==> images/flops_by_reg.png <==
Bar = 20 um. Other sequential cells in the stronger gray, the rest of the logic in the fainter gray.
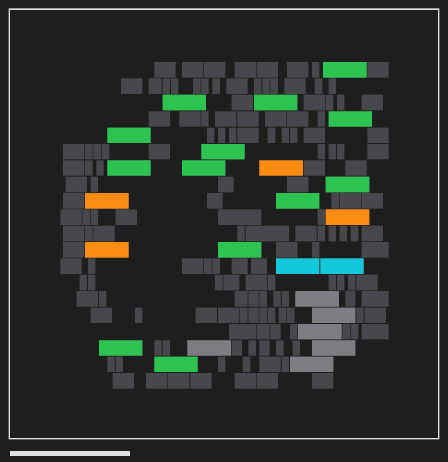
==> images/placement_by_type.png <==
Bar = 20 um.
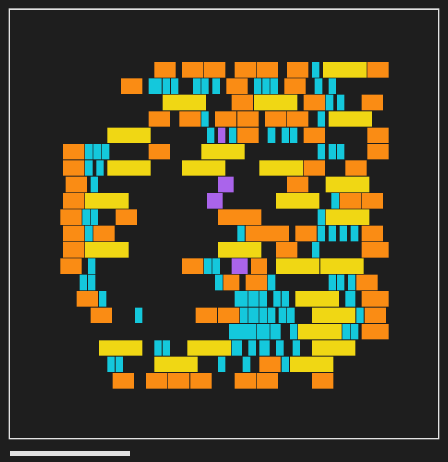
`src/rtl/latency_port_arb_if.sv`:
```
// Bundle of the two requester ports, the RAM port and the response port of latency_port_arb.
interface latency_port_arb_if #(
    parameter int unsigned WORD_WIDTH = 13,
    parameter int unsigned ADDR_WIDTH = 4
);
    logic                  i_req0_valid;
    logic                  i_req1_valid;
    logic                  o_req0_ready;
    logic                  o_req1_ready;
    logic                  i_req0_we;
    logic                  i_req1_we;
    logic [ADDR_WIDTH-1:0] i_req0_addr;
    logic [ADDR_WIDTH-1:0] i_req1_addr;
    logic [WORD_WIDTH-1:0] i_req0_din;
    logic [WORD_WIDTH-1:0] i_req1_din;
    logic                  o_ram_en;
    logic                  o_ram_we;
    logic [ADDR_WIDTH-1:0] o_ram_addr;
    logic [WORD_WIDTH-1:0] o_ram_din;
    logic [WORD_WIDTH-1:0] i_ram_dout;
    logic                  o_rsp0_valid;
    logic                  o_rsp1_valid;
    logic [WORD_WIDTH-1:0] o_rsp_data;
    logic                  o_busy;

    // Arbiter side
    modport slave (
        input  i_req0_valid, i_req1_valid, i_req0_we, i_req1_we,
        input  i_req0_addr, i_req1_addr, i_req0_din, i_req1_din, i_ram_dout,
        output o_req0_ready, o_req1_ready, o_ram_en, o_ram_we, o_ram_addr, o_ram_din,
        output o_rsp0_valid, o_rsp1_valid, o_rsp_data, o_busy
    );

    // Requester / RAM side
    modport master (
        output i_req0_valid, i_req1_valid, i_req0_we, i_req1_we,
        output i_req0_addr, i_req1_addr, i_req0_din, i_req1_din, i_ram_dout,
        input  o_req0_ready, o_req1_ready, o_ram_en, o_ram_we, o_ram_addr, o_ram_din,
        input  o_rsp0_valid, o_rsp1_valid, o_rsp_data, o_busy
    );
endinterface

```
`src/rtl/latency_port_arb.sv`:
```
// Two-requester round-robin arbiter in front of a single RAM port with fixed
// read/write latencies. Read responses are tracked by a valid/ID shift register.
// Optional macro LATENCY_ARB_HAZARD_CHECK_EN stalls reads that hit an
// in-flight (or same-cycle) write address until that write retires.
module latency_port_arb #(
    parameter int unsigned WORD_WIDTH = 13,
    parameter int unsigned ADDR_WIDTH = 4,
    parameter int unsigned WR_LATENCY = 1,
    parameter int unsigned RD_LATENCY = 1
) (
    input logic               clka,
    input logic               rst,
    latency_port_arb_if.slave bus
);
    localparam int unsigned RD_STAGES = RD_LATENCY + 1;
    localparam int unsigned WR_STAGES = WR_LATENCY + 1;
`ifdef LATENCY_ARB_HAZARD_CHECK_EN
    localparam bit HAZARD_EN = 1'b1;
`else
    localparam bit HAZARD_EN = 1'b0;
`endif

    logic                  ptr;
    logic [RD_STAGES-1:0]  rd_vld;
    logic [RD_STAGES-1:0]  rd_id;
    logic [WR_STAGES-1:0]  wr_vld;
    logic [ADDR_WIDTH-1:0] wr_addr [WR_STAGES];

    logic                  hit0, hit1, haz0, haz1;
    logic                  elig0, elig1, grant0, grant1, grant_any;
    logic                  sel_we;
    logic [ADDR_WIDTH-1:0] sel_addr;
    logic [WORD_WIDTH-1:0] sel_din;

    logic                  ram_en, ram_we;
    logic [ADDR_WIDTH-1:0] ram_addr;
    logic [WORD_WIDTH-1:0] ram_din;

    // Read-after-write hazard detection against the write track and the other requester's write
    always_comb begin
        hit0 = 1'b0;
        hit1 = 1'b0;
        for (int unsigned i = 0; i < WR_STAGES; i++) begin
            if (wr_vld[i] && (wr_addr[i] == bus.i_req0_addr)) hit0 = 1'b1;
            if (wr_vld[i] && (wr_addr[i] == bus.i_req1_addr)) hit1 = 1'b1;
        end
        haz0 = HAZARD_EN && !bus.i_req0_we &&
               (hit0 || (bus.i_req1_valid && bus.i_req1_we && (bus.i_req1_addr == bus.i_req0_addr)));
        haz1 = HAZARD_EN && !bus.i_req1_we &&
               (hit1 || (bus.i_req0_valid && bus.i_req0_we && (bus.i_req0_addr == bus.i_req1_addr)));
    end

    // Round-robin grant: pointer breaks ties, a lone eligible requester always wins
    always_comb begin
        elig0     = bus.i_req0_valid && !haz0;
        elig1     = bus.i_req1_valid && !haz1;
        grant0    = !rst && elig0 && (!elig1 || !ptr);
        grant1    = !rst && elig1 && (!elig0 || ptr);
        grant_any = grant0 || grant1;
        sel_we    = grant1 ? bus.i_req1_we   : bus.i_req0_we;
        sel_addr  = grant1 ? bus.i_req1_addr : bus.i_req0_addr;
        sel_din   = grant1 ? bus.i_req1_din  : bus.i_req0_din;
    end

    // Priority pointer moves to the requester that was not just granted
    always_ff @(posedge clka) begin
        if (rst)         ptr <= 1'b0;
        else if (grant0) ptr <= 1'b1;
        else if (grant1) ptr <= 1'b0;
    end

    // RAM port strobes: one-cycle pulse after each accept
    always_ff @(posedge clka) begin
        if (rst) begin
            ram_en <= 1'b0;
            ram_we <= 1'b0;
        end else begin
            ram_en <= grant_any;
            ram_we <= grant_any && sel_we;
        end
    end

    // RAM address/data need no reset, they are qualified by ram_en
    always_ff @(posedge clka) begin
        ram_addr <= sel_addr;
        ram_din  <= sel_din;
    end

    // Read and write track valid bits, cleared on reset to drop in-flight work
    always_ff @(posedge clka) begin
        if (rst) begin
            rd_vld <= '0;
            wr_vld <= '0;
        end else begin
            rd_vld <= {rd_vld[RD_STAGES-2:0], grant_any && !sel_we};
            wr_vld <= {wr_vld[WR_STAGES-2:0], grant_any && sel_we};
        end
    end

    // Track payloads: requester ID for reads, address for writes
    always_ff @(posedge clka) begin
        rd_id      <= {rd_id[RD_STAGES-2:0], grant1};
        wr_addr[0] <= sel_addr;
        for (int unsigned i = 1; i < WR_STAGES; i++) wr_addr[i] <= wr_addr[i-1];
    end

    assign bus.o_req0_ready = grant0;
    assign bus.o_req1_ready = grant1;
    assign bus.o_ram_en     = ram_en;
    assign bus.o_ram_we     = ram_we;
    assign bus.o_ram_addr   = ram_addr;
    assign bus.o_ram_din    = ram_din;
    assign bus.o_rsp0_valid = rd_vld[RD_STAGES-1] && !rd_id[RD_STAGES-1];
    assign bus.o_rsp1_valid = rd_vld[RD_STAGES-1] &&  rd_id[RD_STAGES-1];
    assign bus.o_rsp_data   = bus.i_ram_dout;
    assign bus.o_busy       = (|rd_vld) || (|wr_vld);
endmodule
```
`src/flat_wrapper.sv`:
```
// flat-port wrapper written by rule: the top's interface ports become plain ports
module latency_port_arb_flat 
#(
    parameter int unsigned WORD_WIDTH = 13,
    parameter int unsigned ADDR_WIDTH = 4,
    parameter int unsigned WR_LATENCY = 1,
    parameter int unsigned RD_LATENCY = 1
)
  (clka, rst, bus_i_req0_valid, bus_i_req1_valid, bus_i_req0_we, bus_i_req1_we, bus_i_req0_addr, bus_i_req1_addr, bus_i_req0_din, bus_i_req1_din, bus_i_ram_dout, bus_o_req0_ready, bus_o_req1_ready, bus_o_ram_en, bus_o_ram_we, bus_o_ram_addr, bus_o_ram_din, bus_o_rsp0_valid, bus_o_rsp1_valid, bus_o_rsp_data, bus_o_busy);
  latency_port_arb_if #(.WORD_WIDTH(WORD_WIDTH), .ADDR_WIDTH(ADDR_WIDTH)) bus_i ();
  input logic clka;
  input logic rst;
  input wire logic [$bits(bus_i.i_req0_valid)-1:0] bus_i_req0_valid;
  input wire logic [$bits(bus_i.i_req1_valid)-1:0] bus_i_req1_valid;
  input wire logic [$bits(bus_i.i_req0_we)-1:0] bus_i_req0_we;
  input wire logic [$bits(bus_i.i_req1_we)-1:0] bus_i_req1_we;
  input wire logic [$bits(bus_i.i_req0_addr)-1:0] bus_i_req0_addr;
  input wire logic [$bits(bus_i.i_req1_addr)-1:0] bus_i_req1_addr;
  input wire logic [$bits(bus_i.i_req0_din)-1:0] bus_i_req0_din;
  input wire logic [$bits(bus_i.i_req1_din)-1:0] bus_i_req1_din;
  input wire logic [$bits(bus_i.i_ram_dout)-1:0] bus_i_ram_dout;
  output wire logic [$bits(bus_i.o_req0_ready)-1:0] bus_o_req0_ready;
  output wire logic [$bits(bus_i.o_req1_ready)-1:0] bus_o_req1_ready;
  output wire logic [$bits(bus_i.o_ram_en)-1:0] bus_o_ram_en;
  output wire logic [$bits(bus_i.o_ram_we)-1:0] bus_o_ram_we;
  output wire logic [$bits(bus_i.o_ram_addr)-1:0] bus_o_ram_addr;
  output wire logic [$bits(bus_i.o_ram_din)-1:0] bus_o_ram_din;
  output wire logic [$bits(bus_i.o_rsp0_valid)-1:0] bus_o_rsp0_valid;
  output wire logic [$bits(bus_i.o_rsp1_valid)-1:0] bus_o_rsp1_valid;
  output wire logic [$bits(bus_i.o_rsp_data)-1:0] bus_o_rsp_data;
  output wire logic [$bits(bus_i.o_busy)-1:0] bus_o_busy;
  assign bus_i.i_req0_valid = bus_i_req0_valid;
  assign bus_i.i_req1_valid = bus_i_req1_valid;
  assign bus_i.i_req0_we = bus_i_req0_we;
  assign bus_i.i_req1_we = bus_i_req1_we;
  assign bus_i.i_req0_addr = bus_i_req0_addr;
  assign bus_i.i_req1_addr = bus_i_req1_addr;
  assign bus_i.i_req0_din = bus_i_req0_din;
  assign bus_i.i_req1_din = bus_i_req1_din;
  assign bus_i.i_ram_dout = bus_i_ram_dout;
  assign bus_o_req0_ready = bus_i.o_req0_ready;
  assign bus_o_req1_ready = bus_i.o_req1_ready;
  assign bus_o_ram_en = bus_i.o_ram_en;
  assign bus_o_ram_we = bus_i.o_ram_we;
  assign bus_o_ram_addr = bus_i.o_ram_addr;
  assign bus_o_ram_din = bus_i.o_ram_din;
  assign bus_o_rsp0_valid = bus_i.o_rsp0_valid;
  assign bus_o_rsp1_valid = bus_i.o_rsp1_valid;
  assign bus_o_rsp_data = bus_i.o_rsp_data;
  assign bus_o_busy = bus_i.o_busy;
  latency_port_arb #(.WORD_WIDTH(WORD_WIDTH), .ADDR_WIDTH(ADDR_WIDTH), .WR_LATENCY(WR_LATENCY), .RD_LATENCY(RD_LATENCY)) u_core (.clka(clka), .rst(rst), .bus(bus_i));
endmodule
```
`config.mk`:
```
export PLATFORM = sky130hd
export DESIGN_NAME = latency_port_arb_flat
export DESIGN_NICKNAME = d
export VERILOG_FILES = /design/src/rtl/latency_port_arb_if.sv /design/src/rtl/latency_port_arb.sv /design/src/flat_wrapper.sv
export SDC_FILE = /design/constraint.sdc
export NUM_CORES = 1
export LEC_CHECK = 0
export ABC_AREA = 1
export ABC_CLOCK_PERIOD_IN_PS = 2300
export CAP_MARGIN = 20
export CORE_MARGIN = 8
export CORE_UTILIZATION = 32
export DETAILED_ROUTE_END_ITERATION = 6
export PLACE_DENSITY = 0.83
export SLEW_MARGIN = 20
export SYNTH_ARGS = -nofsm -noshare
export SYNTH_HDL_FRONTEND = slang
export SYNTH_SLANG_ARGS = --single-unit
```
`constraint.sdc`:
```
create_clock -name clka -period 2.3 [get_ports clka]
set_clock_uncertainty 0.2 [all_clocks]
set_input_delay 0.46 -clock clka [delete_from_list [all_inputs] [get_ports clka]]
set_output_delay 0.46 -clock clka [all_outputs]
set_load 0.05 [all_outputs]
```
==> flow_summary_export.csv <==
group,metric,value,unit
status,status,"finished clean",
synth,netlist_area,973,um2
floorplanning,rows,20,
drt,drt_iter0_markers,40,
cells_and_area,area_delta_synth_final,62.3,%
clock_tree,cts_resized,0,
drt,wirelength,2480,um
synth,yosysCellCount,125,
drt,wirelength_met1,1010,um
synth,fp_nets,178,
timing,hold_violations,0,
setup_path,r2r_slack,0.98,ns
setup_path,critPathMaxStageDelay,0.50,ns
synth,synth_seq_share,51.4,%
pwr,power_density,619,nW/um2
clock_tree,htreeDepth,1,
floorplanning,coreArea,2980,um2
drt,drtAntennaViolNets,0,
synth,xor_share,0,%
global_routing,grt_pass1_vias,842,
run,warnings,26,
clock_tree,postCtsHoldBufs,0,
synth,syn_avg_cell_area,7.79,um2
drt,drc,0,
drt,wl_met3,182,um
floorplanning,die_x,71.2,um
drt,drtPass1Iterations,4,
synth,synth_cell_types,14,
drt,top_layer_used,"met4",
pwr,total_power,0.978,mW
timing,max_freq,464,MHz
timing,fin_crit_sh,93.7,%
placement,placed_cell_area,1550,um2
synth,ys.flops,25,
synth,synth_cells,125,
cells_and_area,diodes,0,
synth,adder_share,0,%
cells_and_area,lay_top_cells,"clkdlybuf4s50_1, nand2_1, dfxtp_1, inv_1, nor2_1",
setup_path,worstReg2RegEnd,"u_core.rd_vld[0]",
drt,wl_met2,1250,um
placement,hpwl,2020,um
global_routing,grt_first_pass_wirelength,3980,um
synth,yosys_area,973,um2
cells_and_area,nets,232,
floorplanning,die_y,71.2,um
setup_path,worstSetupEndpointType,"output port",
synth,synthMuxAreaShare,0,%
timing,whs,0.144,ns
setup_path,crit_family,"buffers and inverters",
clock_tree,cts.sinks,25,
setup_path,cp.arrival,1.50,ns
cells_and_area,fin_cells,211,
global_routing,grt-ovfl-total,0,
drt,routedWlPerCell,11.7,um
pwr,p_leak,0.784,nW
synth,yosysWarnings,0,
setup_path,worstRegToRegCells,7,
timing,setup-violations-final,0,
timing,timing.final.ws_setup,0.145,ns
worst_hold_path,hold_path.class,"register to register",
setup_path,path_cells,"clkdlybuf4s50_1, a211oi_2, buf_12",
global_routing,use_met2,17.1,%
placement,place_inst,207,
cells_and_area,mostFrequentLayoutCell,"clkdlybuf4s50_1",
synth,simple_gate_area_share,27.4,%
timing,setup_tns,0,ns
timing,grt_setup_unrepaired,"no",
timing,worst_slew_pin_slew,0.518,ns
synth,synthAoiAreaFrac,2.31,%
pwr,max-vdd-ir-drop,0.000207,V
-- flops_by_reg.png (at the start) --
| color | name in the netlist | placed flops |
|---|---|---|
| orange | u_core.bus.o_ram_addr | 4 |
| green | u_core.bus.o_ram_din | 13 |
| cyan | u_core.rd_id | 2 |
register share of the cell area: 31.7%
Seq group: 0.476 mW
Reg area: 500 um2
final core utilization: 53.1%

-- placement_by_type.png (at the start) --
| color | class | cells |
|---|---|---|
| purple | clock drivers and dummy loads | 4 |
| orange | remaining buffers and delay cells | 65 |
| yellow | sequential cells | 25 |
| cyan | combinational and other logic | 84 |

## where the power goes
group / switching, mW / internal (mW) / total (mW)
Clock: 0.124 / 0.0676 / 0.191
Combinational: 0.176 / 0.134 / 0.310
Sequential: 0.00909 / 0.467 / 0.476
## state kept, by name (all words and copies together), names as in the netlist
| signal | count |
|---|---|
| u_core.wr_vld | 2 |
| u_core.rd_vld | 2 |
| u_core.bus.o_ram_en | 1 |
| u_core.bus.o_ram_addr | 4 |
| u_core.rd_id | 2 |
| u_core.ptr | 1 |
| u_core.bus.o_ram_din | 13 |
## synth_stat cells
cell / instances / area [um2]
buf_8: 2 / 30.0
nand3_1: 3 / 15.0
buf_6: 1 / 11.3
inv_2: 1 / 3.75
a211oi_1: 1 / 7.51
nor2_2: 1 / 6.26
nor2_1: 6 / 22.5
nand2_2: 2 / 12.5
a21oi_1: 1 / 5.00
o21ai_0: 2 / 10.0
inv_1: 11 / 41.3
dfxtp_1: 25 / 500
buf_4: 13 / 97.6
nand2_1: 56 / 210
## worst max path at each step
stage | slack (ns) | cells past startpoint | start | endpoint
finish | 0.14 | 3 | rst | bus_o_req0_ready
global placement | 0.19 | 3 | rst | bus_o_req0_ready
global route | 0.09 | 1 | u_core.wr_vld[0] | bus_o_ram_we
detailed placement | 0.15 | 3 | rst | bus_o_req0_ready
CTS | 0.02 | 3 | u_core.rd_vld[1] | bus_o_rsp0_valid
floorplan | 0.46 | 1 | bus_i_req1_valid | bus_o_req0_ready
## kinds of logic after synthesis
group,count (synthesis)
flip-flops,25
AND-OR/OR-AND,4
buffers and inverters,28
AND/OR/NAND/NOR,68
## layout make-up
class | count | area, um2
clock buffer | 4 | 26.3
fill | 286 | 1400
inverter | 12 | 45.0
multi-input combinational | 72 | 294
sequential | 25 | 500
tap | 33 | 41.3
timing repair buffer | 65 | 673
Power figures rest on the tool's default switching activity, not on a simulated workload.
